$ cat config.mk
export PLATFORM = sky130hd
export DESIGN_NAME = mult_div_seq
export DESIGN_NICKNAME = d
export VERILOG_FILES = /design/src/rtl/mult_div_seq.sv
export SDC_FILE = /design/constraint.sdc
export NUM_CORES = 1
export LEC_CHECK = 0
export CAP_MARGIN = 20
export CORE_MARGIN = 4
export CORE_UTILIZATION = 50
export CTS_BUF_LIST = sky130_fd_sc_hd__clkbuf_16
export CTS_CLUSTER_SIZE = 24
export DETAILED_ROUTE_END_ITERATION = 10
export GPL_TIMING_DRIVEN = 0
export PLACE_DENSITY = 0.73
export SLEW_MARGIN = 20
export SYNTH_ARGS = -nofsm -noshare
export SYNTH_HDL_FRONTEND = slang
export SYNTH_SLANG_ARGS = --single-unit
$ cat constraint.sdc
create_clock -name clk -period 9.75 [get_ports clk]
set_clock_uncertainty 0.1 [all_clocks]
set_input_delay 0.975 -clock clk [delete_from_list [all_inputs] [get_ports clk]]
set_output_delay 0.975 -clock clk [all_outputs]
set_load 0.02 [all_outputs]
$ cat src/rtl/mult_div_seq.sv
// Sequential signed multiply/divide unit: radix-2 Booth multiply and restoring divide behind a busy/done handshake.
// Build option MULT_FAST_EN swaps the Booth loop for a single-cycle combinational multiplier.
module mult_div_seq #(
  parameter int unsigned WIDTH = 32,
  parameter int unsigned CNT_W = 6
) (
  input  logic             clk,
  input  logic             reset,
  input  logic             start_mult,
  input  logic             start_div,
  input  logic [WIDTH-1:0] a,
  input  logic [WIDTH-1:0] b,
  output logic [WIDTH-1:0] hi,
  output logic [WIDTH-1:0] lo,
  output logic             busy,
  output logic             done,
  output logic             div_zero
);

  localparam int unsigned AW = WIDTH + 1;
  localparam logic [CNT_W-1:0] LAST = CNT_W'(WIDTH - 1);

  typedef enum logic [1:0] {S_IDLE, S_MULT, S_DIV, S_FINISH} state_t;

  state_t             r_state, w_state_n;
  logic [AW-1:0]      r_acc, w_acc_n;       // Booth upper accumulator / divider remainder
  logic [WIDTH-1:0]   r_q, w_q_n;           // multiplier / dividend-then-quotient
  logic               r_qm1, w_qm1_n;
  logic [AW-1:0]      r_mcand, w_mcand_n;   // sign-extended multiplicand / zero-extended |divisor|
  logic [CNT_W-1:0]   r_cnt, w_cnt_n;
  logic               r_sa, w_sa_n, r_sb, w_sb_n;
  logic [WIDTH-1:0]   r_hi, w_hi_n, r_lo, w_lo_n;
  logic               r_busy, w_busy_n, r_done, w_done_n, r_div_zero, w_div_zero_n;
  logic [AW-1:0]      w_sum, w_rem_sh, w_trial;

`ifdef MULT_FAST_EN
  logic signed [2*WIDTH-1:0] w_prod;
  assign w_prod = (2*WIDTH)'($signed(r_mcand[WIDTH-1:0])) * (2*WIDTH)'($signed(r_q));
`endif

  assign hi       = r_hi;
  assign lo       = r_lo;
  assign busy     = r_busy;
  assign done     = r_done;
  assign div_zero = r_div_zero;

  // Next-state and datapath update
  always_comb begin
    w_state_n    = r_state;
    w_acc_n      = r_acc;
    w_q_n        = r_q;
    w_qm1_n      = r_qm1;
    w_mcand_n    = r_mcand;
    w_cnt_n      = r_cnt;
    w_sa_n       = r_sa;
    w_sb_n       = r_sb;
    w_hi_n       = r_hi;
    w_lo_n       = r_lo;
    w_div_zero_n = r_div_zero;
    w_sum        = '0;
    w_rem_sh     = '0;
    w_trial      = '0;

    case (r_state)
      S_IDLE: begin
        if (start_mult) begin
          w_mcand_n    = {a[WIDTH-1], a};
          w_q_n        = b;
          w_qm1_n      = 1'b0;
          w_acc_n      = '0;
          w_cnt_n      = '0;
          w_div_zero_n = 1'b0;
          w_state_n    = S_MULT;
        end else if (start_div) begin
          // b==0 still spends one cycle in DIV so done lands after edge 1
          w_div_zero_n = (b == '0);
          w_sa_n       = a[WIDTH-1];
          w_sb_n       = b[WIDTH-1];
          w_q_n        = a[WIDTH-1] ? -a : a;
          w_mcand_n    = {1'b0, (b[WIDTH-1] ? -b : b)};
          w_acc_n      = '0;
          w_cnt_n      = '0;
          w_state_n    = S_DIV;
        end
      end

`ifdef MULT_FAST_EN
      S_MULT: begin
        w_cnt_n = r_cnt + CNT_W'(1);
        if (r_cnt == CNT_W'(1)) begin
          w_hi_n    = w_prod[2*WIDTH-1:WIDTH];
          w_lo_n    = w_prod[WIDTH-1:0];
          w_state_n = S_FINISH;
        end
      end
`else
      S_MULT: begin
        case ({r_q[0], r_qm1})
          2'b01:   w_sum = r_acc + r_mcand;
          2'b10:   w_sum = r_acc - r_mcand;
          default: w_sum = r_acc;
        endcase
        w_acc_n = {w_sum[WIDTH], w_sum[WIDTH:1]};
        w_q_n   = {w_sum[0], r_q[WIDTH-1:1]};
        w_qm1_n = r_q[0];
        w_cnt_n = r_cnt + CNT_W'(1);
        if (r_cnt == LAST) begin
          w_hi_n    = w_acc_n[WIDTH-1:0];
          w_lo_n    = w_q_n;
          w_state_n = S_FINISH;
        end
      end
`endif

      S_DIV: begin
        if (r_div_zero) begin
          w_state_n = S_FINISH;
        end else begin
          w_rem_sh = {r_acc[WIDTH-1:0], r_q[WIDTH-1]};
          w_trial  = w_rem_sh - r_mcand;
          if (!w_trial[WIDTH]) begin
            w_acc_n = w_trial;
            w_q_n   = {r_q[WIDTH-2:0], 1'b1};
          end else begin
            w_acc_n = w_rem_sh;
            w_q_n   = {r_q[WIDTH-2:0], 1'b0};
          end
          w_cnt_n = r_cnt + CNT_W'(1);
          // Truncating division: quotient sign from sign(a)^sign(b), remainder follows a
          if (r_cnt == LAST) begin
            w_lo_n    = (r_sa ^ r_sb) ? -w_q_n : w_q_n;
            w_hi_n    = r_sa ? -w_acc_n[WIDTH-1:0] : w_acc_n[WIDTH-1:0];
            w_state_n = S_FINISH;
          end
        end
      end

      S_FINISH: w_state_n = S_IDLE;

      default:  w_state_n = S_IDLE;
    endcase

    w_busy_n = (w_state_n != S_IDLE);
    w_done_n = (w_state_n == S_FINISH);
  end

  // State and output registers
  always_ff @(posedge clk) begin
    if (reset) begin
      r_state    <= S_IDLE;
      r_acc      <= '0;
      r_q        <= '0;
      r_qm1      <= 1'b0;
      r_mcand    <= '0;
      r_cnt      <= '0;
      r_sa       <= 1'b0;
      r_sb       <= 1'b0;
      r_hi       <= '0;
      r_lo       <= '0;
      r_busy     <= 1'b0;
      r_done     <= 1'b0;
      r_div_zero <= 1'b0;
    end else begin
      r_state    <= w_state_n;
      r_acc      <= w_acc_n;
      r_q        <= w_q_n;
      r_qm1      <= w_qm1_n;
      r_mcand    <= w_mcand_n;
      r_cnt      <= w_cnt_n;
      r_sa       <= w_sa_n;
      r_sb       <= w_sb_n;
      r_hi       <= w_hi_n;
      r_lo       <= w_lo_n;
      r_busy     <= w_busy_n;
      r_done     <= w_done_n;
      r_div_zero <= w_div_zero_n;
    end
  end

endmodule

==> results.sh <==
# flow metrics
export IMPL_status="finished clean"
export IMPL_rsz0062_at_grt="no"
export IMPL_fp_nets=2470
export IMPL_ys_sh_xor_pct=10.3
export IMPL_hpwlAfterDp_mm=56.9
export IMPL_yosys_cell_types_count=78
export IMPL_hold_viol_final=0
export IMPL_ys_seq_share_pct=21.5
export IMPL_lay_top_cells="nand2_1 (312), a21oi_1 (235), nor2_1 (234), dfxtp_1 (176), o21ai_0 (157)"
export IMPL_yosys_cells=2325
export IMPL_crit_path_start_kind="register"
export IMPL_cpMostUsedCell="inv_1"
export IMPL_clk_pin_slew_worst_paths_ps=70
export IMPL_power_leakage_nw=6.90
export IMPL_combPwrFrac_pct=53.3
export IMPL_sw_frac_of_total_pct=47.7
export IMPL_warnings=29
export IMPL_antenna_found_initial=1
export IMPL_fin_nets=2620
export IMPL_area_growth_syn_to_layout_pct=15.3
export IMPL_placement_io_buffers=131
export IMPL_rr_startpoint="r_q[31]"
==> stage by stage <==
step / setup WS [ps] / hold slack (ps)
after detailed placement: 2080 / 357
final: 1770 / 370
after CTS: 2060 / 366
after floorplan: 4130 / 346
after global placement: 2120 / 352
after global routing: 1530 / 385
==> registers in the layout (all words and copies together) (netlist names) <==
name	cells
r_mcand	33
lo	32
r_qm1	1
r_q	32
r_state	2
busy	1
div_zero	1
done	1
hi	32
r_sa	1
r_cnt	6
r_sb	1
r_acc	33
==> synthesized netlist by cell type (20+ instances only) <==
cell type | instances | share of area [%]
nor3_1 | 39 | 1.2
xnor2_1 | 119 | 6.4
mux2_2 | 28 | 1.9
o31ai_1 | 34 | 1.6
a21o_1 | 28 | 1.3
a21oi_1 | 235 | 7.2
nand2_1 | 312 | 7.1
dfxtp_1 | 176 | 22
o21ai_0 | 157 | 4.8
nor4_1 | 24 | 0.92
mux2i_1 | 32 | 2.0
xor2_1 | 73 | 3.9
nand3_1 | 29 | 0.89
a22oi_1 | 56 | 2.6
ha_1 | 75 | 5.7
a31oi_1 | 33 | 1.3
nor2_1 | 234 | 5.4
clkbuf_1 | 143 | 3.3
or3_1 | 33 | 1.3
inv_1 | 67 | 1.5
o211ai_1 | 47 | 2.2
a211oi_1 | 52 | 2.4
nand4_1 | 20 | 0.76
==> metal layers <==
layer / part of all wire (%) / wire length, um
met4: 8.7 / 6180
met1: 39 / 27500
met5: 0 / 0
met3: 7.3 / 5170
met2: 45 / 31900
==> area by class of cell <==
type	instances	area, um2
clock inverters	15	200
inverters	69	259
well taps	442	553
multi-input cells	1912	12000
fillers	3195	13600
diodes	1	2.50
plain buffers	168	639
flip-flops and latches	176	3520
clock buffers	17	425
repair buffers	131	1310
Sequential cells coloured by netlist name:
The bar under the picture is 50 um long. Other sequential cells in the stronger grey, the rest of the logic in the fainter grey.
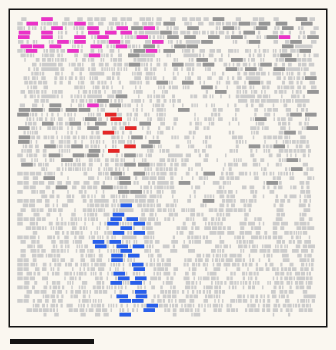
netlist name	colour	placed flops
r_cnt	red	6
lo	magenta	32
r_mcand	blue	33
not coloured	105
final core area utilization: 58.2%
flop share of the area: 18.7%

Placement by cell class:
The bar under the picture is 50 um long.
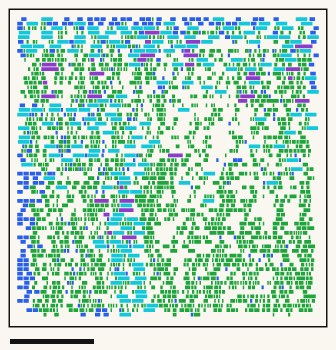
class	colour	cells
other buffers and delay cells	blue	299
flip-flops	cyan	176
all other logic	green	1,981
clock drivers and dummy loads	purple	32
design area: 18,900 um2
Rows: 66
Core ar.: 32,500 um2

